===== src/rtl/vec_dcache_arbiter.sv =====
// Round-robin arbiter merging a scalar LSU and a vector accelerator onto one dcache port.
// Define VEC_DCACHE_ARB_FLUSH_EN to add the flush_i/flush_done_o drain mode.
module vec_dcache_arbiter #(
    parameter int unsigned AddrWidth      = 64,
    parameter int unsigned DataWidth      = 64,
    parameter int unsigned MaxOutstanding = 7
) (
    input  logic                   clk_i,
    input  logic                   rst_ni,
    input  logic                   s_req_i,
    input  logic                   s_we_i,
    input  logic [AddrWidth-1:0]   s_addr_i,
    input  logic [DataWidth-1:0]   s_wdata_i,
    input  logic [DataWidth/8-1:0] s_be_i,
    output logic                   s_gnt_o,
    output logic                   s_rvalid_o,
    output logic [DataWidth-1:0]   s_rdata_o,
    input  logic                   a_req_i,
    input  logic                   a_we_i,
    input  logic [AddrWidth-1:0]   a_addr_i,
    input  logic [DataWidth-1:0]   a_wdata_i,
    input  logic [DataWidth/8-1:0] a_be_i,
    output logic                   a_gnt_o,
    output logic                   a_rvalid_o,
    output logic [DataWidth-1:0]   a_rdata_o,
    output logic                   m_req_o,
    output logic                   m_we_o,
    output logic [AddrWidth-1:0]   m_addr_o,
    output logic [DataWidth-1:0]   m_wdata_o,
    output logic [DataWidth/8-1:0] m_be_o,
    input  logic                   m_gnt_i,
    input  logic                   m_rvalid_i,
    input  logic [DataWidth-1:0]   m_rdata_i,
    output logic [3:0]             outstanding_o
`ifdef VEC_DCACHE_ARB_FLUSH_EN
    ,
    input  logic                   flush_i,
    output logic                   flush_done_o
`endif
);

    localparam int unsigned PtrW = (MaxOutstanding > 1) ? $clog2(MaxOutstanding) : 1;
    localparam logic [0:0] StRun   = 1'b0;
    localparam logic [0:0] StDrain = 1'b1;

    logic [MaxOutstanding-1:0] r_owner;
    logic [PtrW-1:0]           r_wptr;
    logic [PtrW-1:0]           r_rptr;
    logic [3:0]                r_count;
    logic                      r_rr;
    logic                      r_locked;
    logic                      r_lock_sel;
    logic [0:0]                r_state;
    logic [0:0]                w_state_nxt;

    logic w_full;
    logic w_drain;
    logic w_sel;
    logic w_sel_req;
    logic w_push;
    logic w_pop;
    logic w_head;

    function automatic logic [PtrW-1:0] ptr_inc(input logic [PtrW-1:0] p);
        return (p == PtrW'(MaxOutstanding - 1)) ? '0 : p + 1'b1;
    endfunction

    assign w_full  = (r_count == 4'(MaxOutstanding));
    assign w_drain = (r_state == StDrain);

    // w_sel: 0 = scalar, 1 = accelerator; r_rr names the requester favoured on a tie
    always_comb begin
        w_sel = 1'b0;
        if (r_locked) begin
            w_sel = r_lock_sel;
        end else if (s_req_i && a_req_i) begin
            w_sel = r_rr;
        end else begin
            w_sel = a_req_i;
        end
    end

    assign w_sel_req = w_sel ? a_req_i : s_req_i;
    assign m_req_o   = rst_ni & w_sel_req & ~w_full & ~w_drain;
    assign m_we_o    = w_sel ? a_we_i    : s_we_i;
    assign m_addr_o  = w_sel ? a_addr_i  : s_addr_i;
    assign m_wdata_o = w_sel ? a_wdata_i : s_wdata_i;
    assign m_be_o    = w_sel ? a_be_i    : s_be_i;

    assign w_push  = m_req_o & m_gnt_i;
    assign s_gnt_o = w_push & ~w_sel;
    assign a_gnt_o = w_push & w_sel;

    assign w_pop      = m_rvalid_i & (r_count != 4'd0);
    assign w_head     = r_owner[r_rptr];
    assign s_rvalid_o = w_pop & ~w_head;
    assign a_rvalid_o = w_pop & w_head;
    assign s_rdata_o  = m_rdata_i;
    assign a_rdata_o  = m_rdata_i;

    assign outstanding_o = r_count;

`ifdef VEC_DCACHE_ARB_FLUSH_EN
    always_comb begin
        w_state_nxt = r_state;
        case (r_state)
            StRun:   if (flush_i)  w_state_nxt = StDrain;
            StDrain: if (!flush_i) w_state_nxt = StRun;
            default: w_state_nxt = StRun;
        endcase
    end

    assign flush_done_o = w_drain & (r_count == 4'd0);
`else
    assign w_state_nxt = StRun;
`endif

    always_ff @(posedge clk_i or negedge rst_ni) begin
        if (!rst_ni) begin
            r_owner    <= '0;
            r_wptr     <= '0;
            r_rptr     <= '0;
            r_count    <= 4'd0;
            r_rr       <= 1'b0;
            r_locked   <= 1'b0;
            r_lock_sel <= 1'b0;
            r_state    <= StRun;
        end else begin
            r_state <= w_state_nxt;
            if (w_push) begin
                r_owner[r_wptr] <= w_sel;
                r_wptr          <= ptr_inc(r_wptr);
                r_rr            <= ~w_sel;
            end
            if (w_pop) begin
                r_rptr <= ptr_inc(r_rptr);
            end
            case ({w_push, w_pop})
                2'b10:   r_count <= r_count + 4'd1;
                2'b01:   r_count <= r_count - 4'd1;
                default: r_count <= r_count;
            endcase
            // Lock survives a drain so the stalled requester resumes with the same choice
            if (w_push) begin
                r_locked <= 1'b0;
            end else if (m_req_o) begin
                r_locked   <= 1'b1;
                r_lock_sel <= w_sel;
            end
        end
    end

endmodule


===== config.mk =====
export PLATFORM = sky130hd
export DESIGN_NAME = vec_dcache_arbiter
export DESIGN_NICKNAME = d
export VERILOG_FILES = /design/src/rtl/vec_dcache_arbiter.sv
export SDC_FILE = /design/constraint.sdc
export NUM_CORES = 1
export LEC_CHECK = 0
export CAP_MARGIN = 20
export CORE_AREA = 8 8 236 238
export CTS_CLUSTER_SIZE = 8
export DETAILED_ROUTE_END_ITERATION = 16
export DIE_AREA = 0 0 244 246
export GPL_TIMING_DRIVEN = 1
export PLACE_DENSITY = 0.48
export SLEW_MARGIN = 20
export SYNTH_ARGS = -nofsm -noshare
export SYNTH_HDL_FRONTEND = slang
export SYNTH_SLANG_ARGS = --single-unit

===== constraint.sdc =====
create_clock -name clk_i -period 2.57 [get_ports clk_i]
set_clock_uncertainty 0.15 [all_clocks]
set_input_delay 0.514 -clock clk_i [delete_from_list [all_inputs] [get_ports clk_i]]
set_output_delay 0.514 -clock clk_i [all_outputs]
set_load 0.01 [all_outputs]

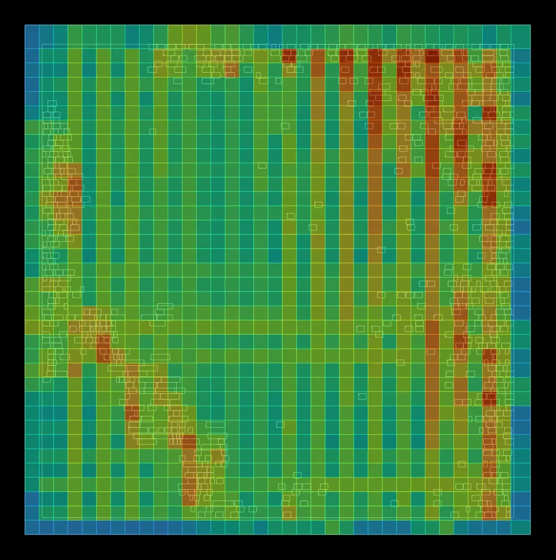
Run 1: routing congestion
GR peak layer: met2
met3 Track Usage GR: 6.80%
met2 Usage GRT: 16.9%

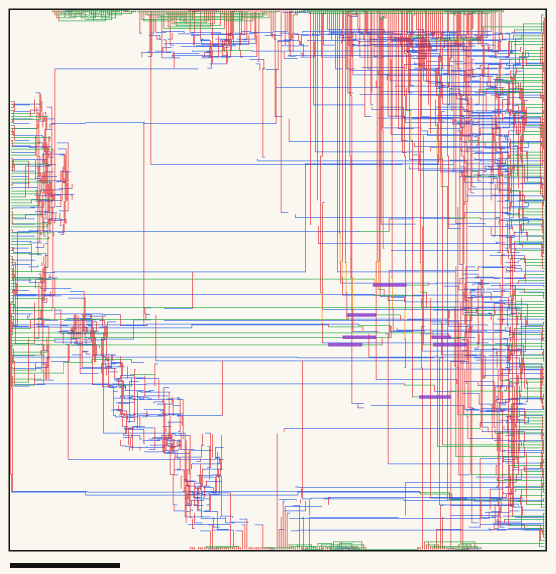
Run 1: routed metal, one color a layer
Bar = 50 um.
[M1] blue | wire length: 13200 um
[M3] green | wire length: 4890 um
[M5] purple | wire length: 87.4 um
[M2] red | wire length: 15900 um
[M4] orange | wire length: 277 um

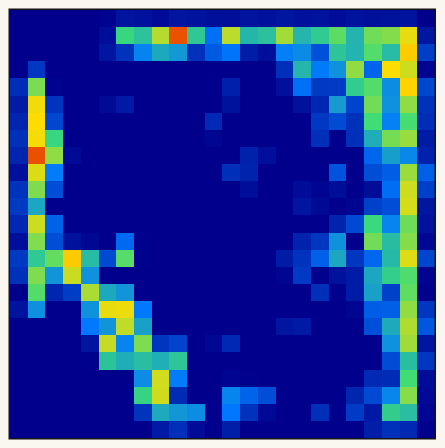
Run 1: local utilization
24 x 25 tiles, from dark blue (low) to red (high), 0 to 100% covered.
emptiest ninth of the die: center
densest ninth of the die: upper right
mean over tiles: 13%
starting density of the core: 7.23%
core area: 0.0520 mm^2
Util after Layout: 16.7%

==> qor.csv, run 1 <==
metric;value;unit
outcome;finished, violations left;
failing checks;setup timing;
Floorplan Nets;734;
CP startpoint;r_rr;
top sig layer;met5;
most frequent logic cell in the layout;clkdlybuf4s50_1;
min setup slack post-route;-120;ps
Avg Cell Area, Syn;9.72;um^2
Worst Path Buf+Inv;5;
n_taps;688;
grt ovf;0;
DR WL/cell;24.0;um
ao+oa area frac;4.36;%
clock share of power;6.2;%
Top reg by flops;r_owner;
GRT met1 Usage;11.6;%
critical path required time;1910;ps
reg2reg path depth;12;
Post-synth regs;20;
top power consumer group;combinational cells;
vias per cell;3.08;
Comb area share;27.6;%
Net count, final;1085;
Synth top cell by count;mux2_2;
post-CTS setup buffers;28;
die area;0.0600;mm^2
router iterations before antenna repair;4;
P_seq;0.000578;W
Critical Path End Type;primary output;
CP Capture Point;m_addr_o[19];
Levels on crit path;9;
max_cap viols;0;
hold crit path type;primary input to asynchronous set/reset pin;
P_leak;3.49;nW
maximum fanout along the worst path;7;
Log Warnings;29;
# Cells Yosys;387;
Setup-failing EPs final;52;
sequential share of cell area;5.76;%
Inverters;4;
gpl congestion;0.802;
Area after DPL;0.00819;mm^2
==> inputs of run 2 (changes only) <==
--- a/config.mk
+++ b/config.mk
@@ -7,10 +7,10 @@
 export LEC_CHECK = 0
 export CAP_MARGIN = 20
 export CORE_AREA = 8 8 236 238
+export CTS_BUF_LIST = sky130_fd_sc_hd__clkbuf_4 sky130_fd_sc_hd__clkbuf_8
 export CTS_CLUSTER_SIZE = 8
 export DETAILED_ROUTE_END_ITERATION = 16
 export DIE_AREA = 0 0 244 246
-export GPL_TIMING_DRIVEN = 1
 export PLACE_DENSITY = 0.48
 export SLEW_MARGIN = 20
 export SYNTH_ARGS = -nofsm -noshare
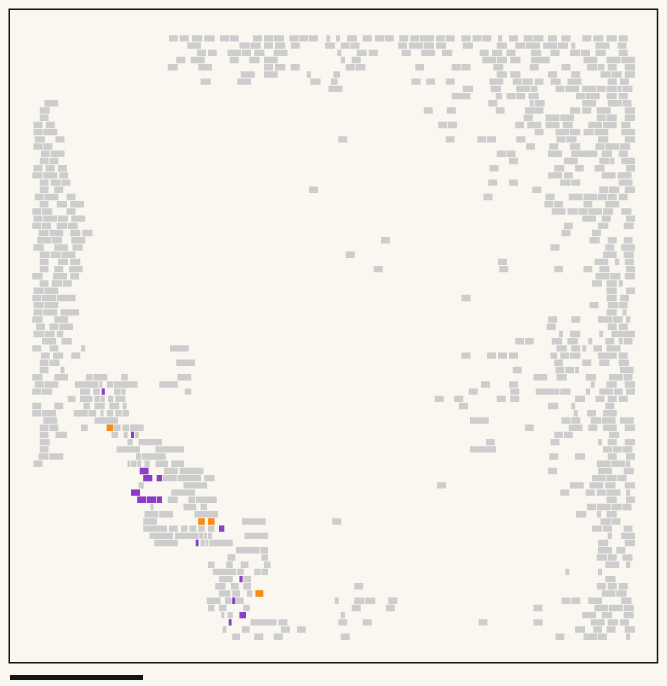
Run 2: gate families picked out
Bar = 50 um.
[nor cells] purple | cells: 15 | most used: nor2_1 | where: lower left
[non-inverting ao/oa cells] orange | cells: 4 | most used: o21a_1

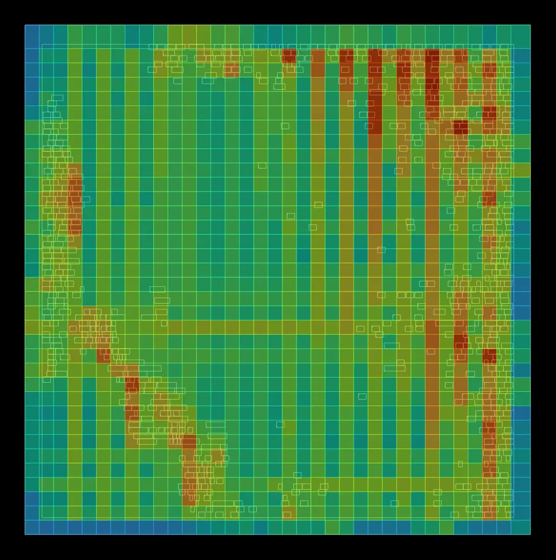
Run 2: routing congestion
met3 Track Usage GR: 6.53%
met2 Usage GRT: 17.2%
GRT met1 Usage: 11.5%
DR WL/cell: 24.1 um
Util after Layout: 17.8%

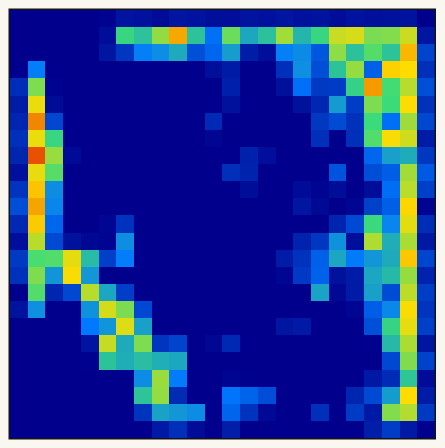
Run 2: local utilization
24 x 25 tiles, from dark blue (low) to red (high), 0 to 100% covered.
tiles over 75% full: 2.0%
densest ninth of the die: upper right
nearly empty tiles: 52%
fullest tile: 91%

==> run 2 against run 1 <==
Effect of this change:
- the flow still finishes with violations (setup timing)
- count of clock-buffer cells in the layout is the same
- total power up 13%
- final cell count increased by 1.0%
- first-iteration DRC count down 12%
- register-to-register slack worse by 50 ps
- design area grew 6.8%
- routed wire length increased by 1.6%
==> qor.csv, run 2 <==
metric;value;unit;change
failing checks;setup timing;;
Area after DPL;0.00819;mm^2;unchanged
clock share of power;4.1;%;-2.1 points
Levels on crit path;9;;unchanged
router iterations before antenna repair;4;;unchanged
vias per cell;3.08;;about the same
Setup-failing EPs final;84;;+62%
min setup slack post-route;-113;ps;+6.92 ps
Avg Cell Area, Syn;9.72;um^2;unchanged
P_seq;0.000579;W;about the same
n_taps;688;;unchanged
critical path required time;1910;ps;about the same
Log Warnings;29;;unchanged
reg2reg path depth;12;;unchanged
outcome;finished, violations left;;
grt ovf;0;;unchanged
CP startpoint;r_rr;;
core area;0.0520;mm^2;unchanged
die area;0.0600;mm^2;unchanged
top sig layer;met5;;
Power and IR drop assume default switching activity.
